==> images/m1.png <==
The bar under the picture is 50 µm long.
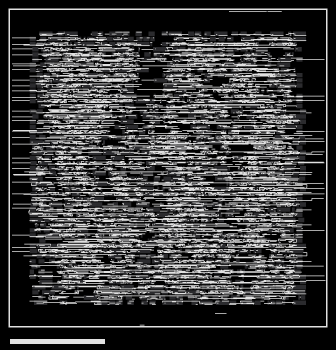
==> images/m2.png <==
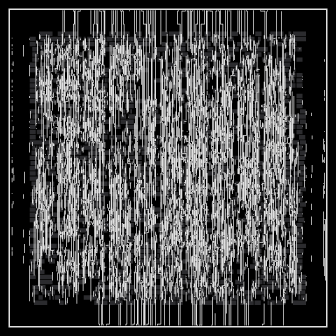
==> images/m3.png <==
The bar under the picture is 50 µm long.
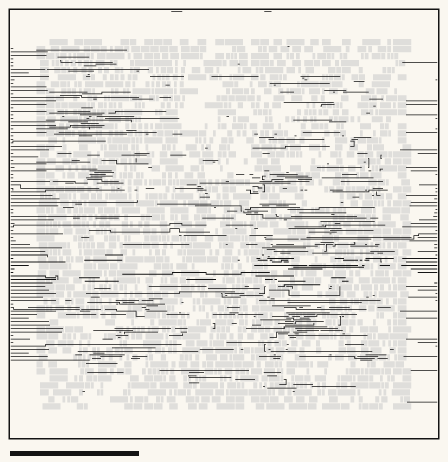
==> images/placed.png <==
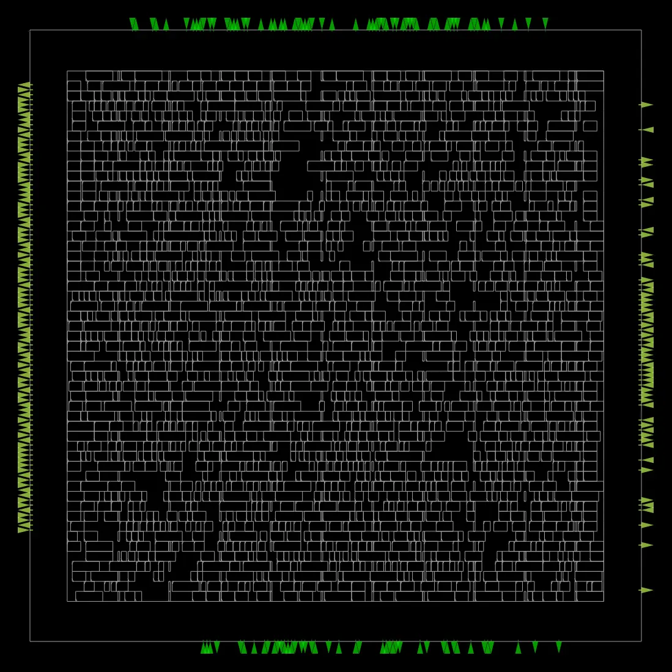
Design tluh_device_adapter, sky130hd; sources not shown.
==> run notes <==
Quick summary of the implementation run below.

The share of synthesized area occupied by flip-flops and latches came out at about a quarter. The global routing usage summed across all routing layers came out at between 30% and 40%. The iteration-0 DRC count of the detailed router is 1544.

The number of warnings the tools reported came out at 92. The H-tree depth is 4. The mapped netlist covers roughly 0.012 mm². Ranked by total cell area, the synthesized netlist is headed by dfxtp_1 25%, ha_1 11%, a21oi_1 7.6%.

The number of setup buffers added after CTS is 0. The count of maximum capacitance violations came out at 0. Of the combinational cells, the family taking the most area is AND-OR/OR-AND gates.

The buffers plus inverters on the worst setup path came out at 1. The depth of the most critical reg-to-reg path came out at 9. The synthesized flop and latch total came out at 144. The area added between synthesis and finish is 27.1%. The hold-fix buffer count after cts came out at 0. The area fraction in and, or, nand and nor cells is between 20% and 30%. The clock period could shrink to 4110 ps. The total congestion overflow is 0.

The adder-cell share of the synthesized area is a little under an eighth. During placement, the flow inserted port buffers numbering 237. The highest net fanout along the worst path came out at 6.

Net switching is ~46% of the power. The horizontal die dimension is between 150 and 200 µm. The cell taking the most area after synthesis is dfxtp_1. The final net count is slightly above 2000.

STA classifies the critical path startpoint as a flop. The power spent charging and discharging nets came out at 3.00 mW. The post-placement worst setup slack came out at -510 ps. In this run the full chip footprint comes out at 0.0276 mm². The worst setup path is captured at a flop. The first-pass detailed-route iteration total came out at 8. The static leakage is 5.40 nW. The share of power burned in combinational logic came out at 54.1%. The routed design shows a wire length per standard cell of between 20 and 25 µm. The commonest register cell is dfxtp_1.

The number of global-route vias before repair is 12853. The run finished with clean final reports. The maximum number of pins on one net before global-route repair came out at 17. The worst supply voltage drop on vdd came out at roughly 0.24 mV. The clock tree root driver cell is clkbuf_8. The number of pins with negative max-slew slack in the final report is 0. The total power density per cell area is 443 mW/mm².

The post-synthesis average cell area is 7.42 µm². The register clock-pin slew on the reported worst setup and hold paths came out at about 90 ps. The report lists the number of cells resized after CTS as 1. The first-pass GRT wire length came out at 72.1 mm. After layout, the worst setup slack is approximately 240 ps. Ranking logic cells in the layout by count gives the top entries 236 x clkdlybuf4s50_1, 175 x a21oi_1, 155 x nand2_1.

The sink count of the clock tree came out at approximately 140. The gate family responsible for the most delay along the worst path is AND-OR/OR-AND gates. The script parses the final routing iteration and logs DRC violations as 0.

The number of cell instances after yosys synthesis came out at approximately 1600. The number of placed instances with taps included is 2074. The chip height is between 150 and 200 µm. Of the total power, registers draw ~29%. The arrival time of data at the critical path endpoint is approximately 4200 ps. The fmax came out at 0.243 GHz. The delay of the slowest cell on the worst path came out at 890 ps. The minimum hold slack came out at between 200 and 300 ps. The data required time of the worst path is about 4500 ps.

The placement-stage cell area is between 0.01 and 0.015 mm². The compound-gate portion of the synthesized area came out at around 28%. The number of cells on the critical path came out at 9. The number of ports placed on the die boundary came out at around 250. The final cycle utilization of the critical path came out at 94.5%. Counting flops with an async set or reset pin after synthesis yields a share of 0%. The maximum buffer depth of the clock tree came out at 2.

The clock share of power is between 15 and 20%. On the critical path, the stage with the largest delay is an instance of o21ai_0. After routing the design area is about 0.015 mm².

The path category of the worst min-delay check is flop to flop. The relative slew slack is between 20% and 30%. The number of rows in the core area is roughly 53. The chip area from the yosys synthesis statistics came out at 0.0115 mm². The slack of the worst reg-to-reg path came out at ~240 ps. The area share of the leading cell type in the synthesized netlist is roughly a quarter. For the pin with the worst max-slew slack, the measured transition is 1150 ps. The critical path goes through inv_1, ha_1, or4_4, nor3b_2, o221ai_1, nor4b_1, and3_1, o21ai_0, o22ai_1. In the Yosys stats the netlist draws on 82 distinct library cells. The half-perimeter wire length after detailed placement is approximately 35 mm.

The area fraction in xor and xnor cells is between 3 and 4%. The type of the worst setup path is flop to flop. Per the cell usage report, the commonest logic cell in the layout is clkdlybuf4s50_1.

The insertion delay at the late pin of the worst-skew pair came out at ~480 ps. The final antenna-violating net count is 0. The clock tree from TritonCTS is yes. The synthesized instance count is between 1500 and 2000. The cell internal power dissipation is about 3.5 mW. The number of clock buffers added by TritonCTS is 17. The number of antenna violations at the first check in global routing is 2.

In the synthesized netlist, mux cells make up 3.24% of the area. The floorplan utilization came out at 54.9%. For reference, the final report shows the hold violation count at 0. The count of library flops with an enable pin is 0. Setup repair after global routing left no endpoint under its margin. The via-per-instance ratio is between 6 and 7. The fraction of final layout cells sized beyond drive strength 1 is between 5 and 6%. The number of setup violations in the final report is 0. The congestion estimate from routability-driven global placement came to roughly 0.97. Counting instances, the worst hold path has a depth of 2. The count of yosys warnings during synthesis came out at 0.
Notes on m1.png above:
- share of all routed wire: 38%
- main direction: horizontal
- wire length on this layer: 18000 µm
- nets with wire on the layer: 1843
- longest straight run: 54.8 µm
met1 demand-to-capacity share in global routing: 37.1%
WL final: 47.3 mm
total number of vias: 13408

Notes on m2.png above:
- wire length on this layer: 21.8 mm
- nets with wire on the layer: 1693
- longest straight run: 55.3 µm
- share of all routed wire: 46%
met2 demand-to-capacity share in global routing: 53.0%

Notes on m3.png above:
- nets with wire on the layer: 358
- longest straight run: 60.7 µm
GR met3 Demand/Resource: 9.04%

Notes on placed.png above:
non-filler cells, final: 2106
post-layout util: 69.8%
placeable core region: 0.0210 mm²

-- worst reg2reg max path, delay by kind of cell (launching register included) --
kind                       cells  cell delay, ps
adders and majority gates      1             400
AOI/OAI and AO/OA              3            1410
DFF                            1             550
and+or+nand+nor                4            1300
buffers and inverters          1              90
-- cells in the mapped netlist (27+ instances only) --
master	n
ha_1	104
dfxtp_1	144
nand2_1	155
nor2_1	138
o21ai_0	82
nand3_1	63
a21oi_1	175
a211oi_1	27
mux2i_1	34
clkbuf_1	81
inv_1	94
o22ai_1	36
-- routing by layer --
metal  up-vias  track usage (%)  wire, µm
met5         -                0        18
li1       6102                -         -
met1      6327             37.1     18000
met3       177             9.04      4970
met2       800             53.0     21800
met4         2             15.7      2520
-- metrics by stage --
| step | power (mW) | TNS [ps] |
|---|---|---|
| after floorplan | 3.89 | 0 |
| after global placement | 5.24 | -1060 |
| after detailed placement | 5.30 | -1240 |
| after CTS | 6.39 | 0 |
| after global routing | 6.83 | 0 |
| final | 6.49 | 0 |
-- power groups by stage --
| stage | Sequential [mW] | Clock (mW) | Combinational [mW] |
|---|---|---|---|
| finish | 1.87 | 1.10 | 3.52 |
| CTS | 1.86 | 1.09 | 3.44 |
| global placement | 1.88 | 0 | 3.36 |
| global route | 1.91 | 1.14 | 3.78 |
| detailed placement | 1.89 | 0 | 3.42 |
| floorplan | 1.83 | 0 | 2.05 |
-- final cells by class --
type / instances / area [µm²]
multi-input cells: 1197 / 7760
fillers: 1789 / 6350
flip-flops and latches: 144 / 2880
repair buffers: 237 / 2370
plain buffers: 126 / 571
inverters: 94 / 353
well taps: 275 / 344
clock buffers: 18 / 248
clock inverters: 13 / 129
diodes: 2 / 5.00
Power and IR drop assume default switching activity.
